Figure 1. Signal metal coverage by tile.
Bar = 20 um. 25 x 25 tiles, from dark purple (low) to yellow (high), scaled to the fullest tile. Values are wire area over tile area, all layers added.
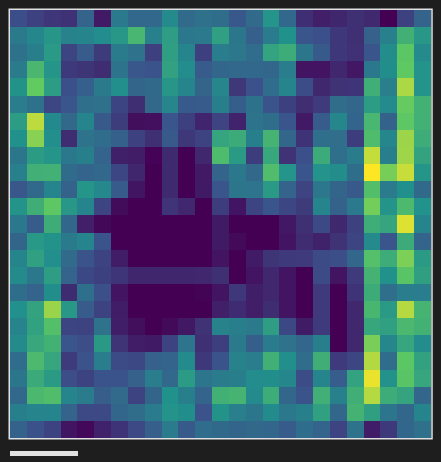
Figure 2. Clock nets.
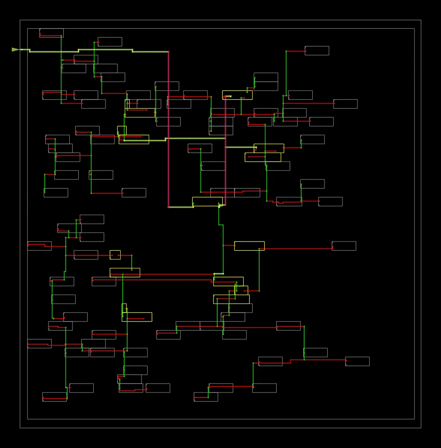
## src/rtl/rv_data_arb.sv

```systemverilog
// Two-master round-robin arbiter for the shared data memory port.
// One transaction in flight; the response goes back to the owning master, and a watchdog forces an error completion.
module rv_data_arb #(
  parameter int unsigned     XLEN           = 32,
  parameter int unsigned     TIMEOUT_CYCLES = 256,
  parameter logic [XLEN-1:0] TO_RDATA       = 32'hDEAD_BEEF
) (
  input  logic              clk_i,
  input  logic              rst_ni,
  input  logic              m0_req_i,
  input  logic              m0_we_i,
  input  logic [XLEN/8-1:0] m0_be_i,
  input  logic [XLEN-1:0]   m0_addr_i,
  input  logic [XLEN-1:0]   m0_wdata_i,
  output logic              m0_rvalid_o,
  output logic [XLEN-1:0]   m0_rdata_o,
  input  logic              m1_req_i,
  input  logic              m1_we_i,
  input  logic [XLEN/8-1:0] m1_be_i,
  input  logic [XLEN-1:0]   m1_addr_i,
  input  logic [XLEN-1:0]   m1_wdata_i,
  output logic              m1_rvalid_o,
  output logic [XLEN-1:0]   m1_rdata_o,
  output logic              data_req_o,
  output logic              data_we_o,
  output logic [XLEN/8-1:0] data_be_o,
  output logic [XLEN-1:0]   data_addr_o,
  output logic [XLEN-1:0]   data_wdata_o,
  input  logic              data_rvalid_i,
  input  logic [XLEN-1:0]   data_rdata_i,
  output logic              busy_o,
  output logic              timeout_o
);
  localparam int unsigned CNT_W = $clog2(TIMEOUT_CYCLES) + 1;

  typedef enum logic [1:0] {S_IDLE, S_ISSUE, S_WAIT} state_t;

  state_t              r_state;
  state_t              w_state_nxt;
  logic                r_owner;
  logic                r_last_gnt;
  logic [CNT_W-1:0]    r_cnt;
  logic                r_we;
  logic [XLEN/8-1:0]   r_be;
  logic [XLEN-1:0]     r_addr;
  logic [XLEN-1:0]     r_wdata;

  logic                w_any_req;
  logic                w_win;
  logic                w_done;
  logic                w_to;
  logic                w_cmpl;
  logic                w_rv0;
  logic                w_rv1;
  logic [XLEN-1:0]     w_rdata;

  assign w_any_req = m0_req_i | m1_req_i;
  // On a tie the master that did not win last time gets the port.
  assign w_win     = (m0_req_i & m1_req_i) ? ~r_last_gnt : m1_req_i;

  assign w_done = (r_state != S_IDLE) & data_rvalid_i;
  assign w_to   = (r_state == S_WAIT) & ~data_rvalid_i &
                  (r_cnt == CNT_W'(TIMEOUT_CYCLES - 1));
  assign w_cmpl = w_done | w_to;

  always_comb begin
    w_state_nxt = r_state;
    case (r_state)
      S_IDLE:  if (w_any_req) w_state_nxt = S_ISSUE;
      S_ISSUE: w_state_nxt = data_rvalid_i ? S_IDLE : S_WAIT;
      S_WAIT:  if (w_cmpl) w_state_nxt = S_IDLE;
      default: w_state_nxt = S_IDLE;
    endcase
  end

  always_ff @(posedge clk_i) begin
    if (!rst_ni) begin
      r_state    <= S_IDLE;
      r_owner    <= 1'b0;
      r_last_gnt <= 1'b1;
      r_cnt      <= '0;
      r_we       <= 1'b0;
      r_be       <= '0;
      r_addr     <= '0;
      r_wdata    <= '0;
    end else begin
      r_state <= w_state_nxt;
      if (r_state == S_IDLE && w_any_req) begin
        r_owner <= w_win;
        r_we    <= w_win ? m1_we_i    : m0_we_i;
        r_be    <= w_win ? m1_be_i    : m0_be_i;
        r_addr  <= w_win ? m1_addr_i  : m0_addr_i;
        r_wdata <= w_win ? m1_wdata_i : m0_wdata_i;
      end
      if (r_state == S_ISSUE) begin
        r_cnt <= CNT_W'(1);
      end else if (r_state == S_WAIT) begin
        r_cnt <= r_cnt + 1'b1;
      end
      if (w_cmpl) r_last_gnt <= r_owner;
    end
  end

  assign data_req_o   = (r_state == S_ISSUE);
  assign data_we_o    = r_we;
  assign data_be_o    = r_be;
  assign data_addr_o  = r_addr;
  assign data_wdata_o = r_wdata;

  // Response path is combinational so the owner sees rvalid in the same cycle as downstream.
  assign w_rdata     = w_to ? TO_RDATA : data_rdata_i;
  assign w_rv0       = w_cmpl & ~r_owner;
  assign w_rv1       = w_cmpl &  r_owner;
  assign m0_rvalid_o = w_rv0;
  assign m1_rvalid_o = w_rv1;
  assign m0_rdata_o  = w_rv0 ? w_rdata : '0;
  assign m1_rdata_o  = w_rv1 ? w_rdata : '0;
  assign busy_o      = (r_state != S_IDLE);
  assign timeout_o   = w_to;
endmodule

```

## config.mk

```make
export PLATFORM = sky130hd
export DESIGN_NAME = rv_data_arb
export DESIGN_NICKNAME = d
export VERILOG_FILES = /design/src/rtl/rv_data_arb.sv
export SDC_FILE = /design/constraint.sdc
export NUM_CORES = 1
export LEC_CHECK = 0
export CORE_AREA = 2 2 121 123
export DETAILED_ROUTE_END_ITERATION = 10
export DIE_AREA = 0 0 123 125
export PLACE_DENSITY = 0.74
export SLEW_MARGIN = 20
export SYNTH_ARGS = -nofsm -noshare
export SYNTH_HDL_FRONTEND = slang
export SYNTH_SLANG_ARGS = --single-unit
```

## constraint.sdc

```tcl
create_clock -name clk_i -period 2.1 [get_ports clk_i]
set_input_delay 0.42 -clock clk_i [delete_from_list [all_inputs] [get_ports clk_i]]
set_output_delay 0.42 -clock clk_i [all_outputs]
set_load 0.01 [all_outputs]
```

==> results.txt <==
Physical implementation

In this run the biggest area consumer among cell types represents 40.5% of the synthesized area. The minimum setup slack in the final design is -339 ps. The mapped netlist covers 0.00406 mm^2.

Along the critical path, the tally of buffer and inverter instances is 2. Looking at the VDD voltage map, the peak drop is 0.371 mV. The worst hold path belongs to the class primary input to flop.

The number of register bits inferred by synthesis is roughly 82. The number of antenna violations at the first check in global routing came to 0. For this run the aggregate overflow at the end of global routing stands at 0. The post-route cell area is approximately 0.0076 mm^2. Before antenna repair, the detailed router went through 4 iterations.

The post-placement worst setup slack is -625 ps. Synthesis handed over a netlist of 491 instances. Per STA, the worst path accumulates the most delay in the family simple AND/OR/NAND/NOR gates. Pin placement for this block handled 313 I/O pins. The synthesized netlist devotes 20.0% of its cell area to compound gates.

For this run, the number of Yosys warnings is 0. The number of maximum-capacitance constraint violations is 0. The clock slew at the register clock pins of the worst setup and hold paths is 60 ps. Relative to the synthesized area, the layout overhead comes to 87.5%. For this design, Yosys synthesis ends with a cell count of 491. The die is between 100 and 150 um wide. STA classifies the critical path endpoint as a primary output. The number of cells traversed by the worst hold path is 2. The mean number of vias per cell is 4.65. The number of warnings in the stage logs is 30.

The share of synthesized cell area in full adder, half adder and majority cells is 1.54%. The biggest cell delay along the critical path is 350 ps. At the worst endpoint, the required time is 1680 ps.

Once placement finished, the instance area stood at 0.00750 mm^2. The fraction of final layout cells sized beyond drive strength 1 is ~17%. The final setup violation count is approximately 67. The number of buffers inserted by port buffering is 312. The first global-routing pass estimated 22.8 mm of wire. The xor and xnor area share after synthesis is less than 1%.

The die area is 0.0154 mm^2. The final cycle utilization of the critical path is 116%. Counting flops with a built-in enable in the synthesized netlist gives 0. The floorplan net count is ~670. The most common logic cells in the final layout are clkdlybuf4s50_1, nor2_1, dfxtp_1. By area the synthesized netlist is led by dfxtp_1, mux2i_1, o21ai_0, a21oi_1, nor2_1. The pin count of the biggest net entering global routing is 75. The total count of max-transition violations in the final report is 0. The number of global-route vias before repair is between 4000 and 5000. Summed over all failing endpoints, the final setup total negative slack is -19400 ps. The effective utilization at floorplan is approximately 29%. The flow ran to the end, but the final reports show violations. For reference, the final report shows the hold violation count at 0.

The static leakage is 3.24 nW. Counting buffers and inverters, the worst setup path is 9 cells deep. TritonCTS built the clock tree. The number of rows created at floorplan is about 44.

Derived from the worst setup path, the maximum achievable clock frequency is 0.410 GHz. The synthesized netlist devotes 12.6% of its cell area to simple gates. The report shows a maximum critical-path fanout of 23.

The synthesis report names the predominant flop master as dfxtp_1. The antenna cell count is 0. The checks that failed: negative setup slack.

The half-perimeter wire length after placement is 11.3 mm. The critical register-to-register path endpoint is r_cnt[7]$_SDFFE_PP0N_. The origin of the critical flop-to-flop path is r_state[0]$_SDFFE_PN0P_. Sequential elements use around 40% of the synthesized area. The clock latency on the worst-skew pair is 330 ps. The number of H-tree levels is 3. Measured along the y axis, the die boundary spans about 130 um. The routed layout reports a DRC error count of 0. For hold timing, the worst endpoint is r_last_gnt$_SDFFE_PN1P_. Routability-driven placement finished with a final weighted congestion of 0.756. Per the cell usage report, the commonest logic cell in the layout is clkdlybuf4s50_1. STA classifies the critical path startpoint as a flop. The mean instance size in the synthesized netlist is 8.26 um^2. The report lists the power per cell area as 668 mW/mm^2. The post-placement cell count is 976. Setup repair after global routing could not meet its margin everywhere. The worst endpoint data arrival time is about 2000 ps. In this run the remaining antenna-violating nets after routing total 0. The type of the worst setup path is flop to primary output. The minimum clock period is 2440 ps. The iteration-0 DRC count of the detailed router is approximately 120.

The area of the core is 0.0142 mm^2. Checking max transition, the worst relative margin is 73.3%. The synthesized chip area reported by yosys is 0.00406 mm^2.

The cell taking the most area after synthesis is dfxtp_1. Of the post-synthesis cell area, the part taken by muxes is 17.5%.
## Picture notes: Figure 1
mean over tiles = 0.16
emptiest ninth of the die = centre
tiles over half the peak = 22%
nearly empty tiles = 8.3%
via count of the routed design: 4621
overall global routing resource usage: 18.8%
wire length reported by the detailed router: 15.0 mm
Avg WL per Cell: 15.1 um

## Picture notes: Figure 2
worst clock skew on the final layout: 7.88 ps
CTS Buf Count: 9
sequential cell count: 82

[cell families (layout without fill, tap and decap cells)]
family / after synthesis / count (layout)
compound gates: 156 / 156
fa+ha+maj: 5 / 5
mux: 71 / 71
buf+inv: 51 / 370
simple gates: 123 / 123
xor+xnor: 3 / 3
flops: 82 / 82
[flip-flops by register name (all words and copies together) (netlist names)]
signal	flops
data_addr_o	32
data_be_o	4
data_wdata_o	32
data_we_o	1
r_cnt	9
r_last_gnt	1
r_owner	1
r_state	2
[stage by stage]
step,util (%),power [mW],hold WS [ps]
4_1_cts,53.4,5.16,484
3_5_place_dp,52.8,3.46,475
6_report,53.6,5.08,482
3_3_place_gp,52.8,3.45,466
5_1_grt,53.6,5.36,512
2_1_floorplan,-,2.51,447
[final cells by class]
class / instances / area (um^2) / share of cell area, %
timing repair buffer: 345 / 3160 / 41.6
clock buffer: 11 / 233 / 3.06
inverter: 9 / 36.3 / 0.477
sequential: 82 / 1640 / 21.6
clock inverter: 5 / 87.6 / 1.15
multi-input combinational: 358 / 2210 / 29.1
tap: 184 / 230 / 3.03
[worst max path at each step]
stage | to | startpoint | slack (ps)
after global routing | m1_rdata_o[22] | r_cnt[1]$_SDFFE_PP0N_ | -430
after floorplan | m1_rdata_o[10] | r_cnt[0]$_SDFFE_PN0P_ | 10
after CTS | m0_rdata_o[6] | r_cnt[1]$_SDFFE_PP0N_ | -440
final | m1_rdata_o[28] | r_cnt[1]$_SDFFE_PP0N_ | -340
after detailed placement | m1_rdata_o[10] | data_rvalid_i | -620
after global placement | m1_rdata_o[10] | data_rvalid_i | -610
[Yosys cell counts (5+ instances only)]
cell type,n
a21oi_1,72
buf_2,8
o21ai_0,73
inv_1,8
buf_6,11
mux2i_1,71
nor2_1,95
dfxtp_1,82
ha_1,5
nand3_1,5
clkbuf_1,20
nand2_1,12
[metal layers]
| layer | vias to the layer above | global-route usage [%] | wire length [um] |
|---|---|---|---|
| met5 | - | 0 | 0 |
| li1 | 2341 | - | - |
| met3 | 11 | 7.25 | 1640 |
| met2 | 204 | 34.8 | 7680 |
| met1 | 2065 | 19.3 | 5390 |
| met4 | 0 | 5.61 | 261 |
[timing repair]
| item | CTS | global route |
|---|---|---|
| hold buffers | 0 | 0 |
| endpoints found under the setup margin | 67 | 69 |
| cloned | 0 | 0 |
| endpoints found under the hold margin | 0 | 0 |
| resized | 286 | 15 |
| setup buffers | 2 | 0 |
| pin swaps | 6 | 4 |
[worst reg2reg max path, cell delays in order, from the launching register on]
cell     delay [ps]
dfxtp_1         310
inv_1            80
ha_1            220
buf_4           200
nand3_1         160
or4_1           420
a21oi_1         140
[where the power goes]
group / leakage (nW) / internal [mW] / switching [mW] / total (mW)
combinational: 2.40 / 0.881 / 0.664 / 1.54
clock: 0.152 / 1.05 / 0.644 / 1.70
sequential: 0.681 / 1.75 / 0.0918 / 1.84
total: 3.24 / 3.68 / 1.40 / 5.08
Power figures rest on the tool's default switching activity, not on a simulated workload.
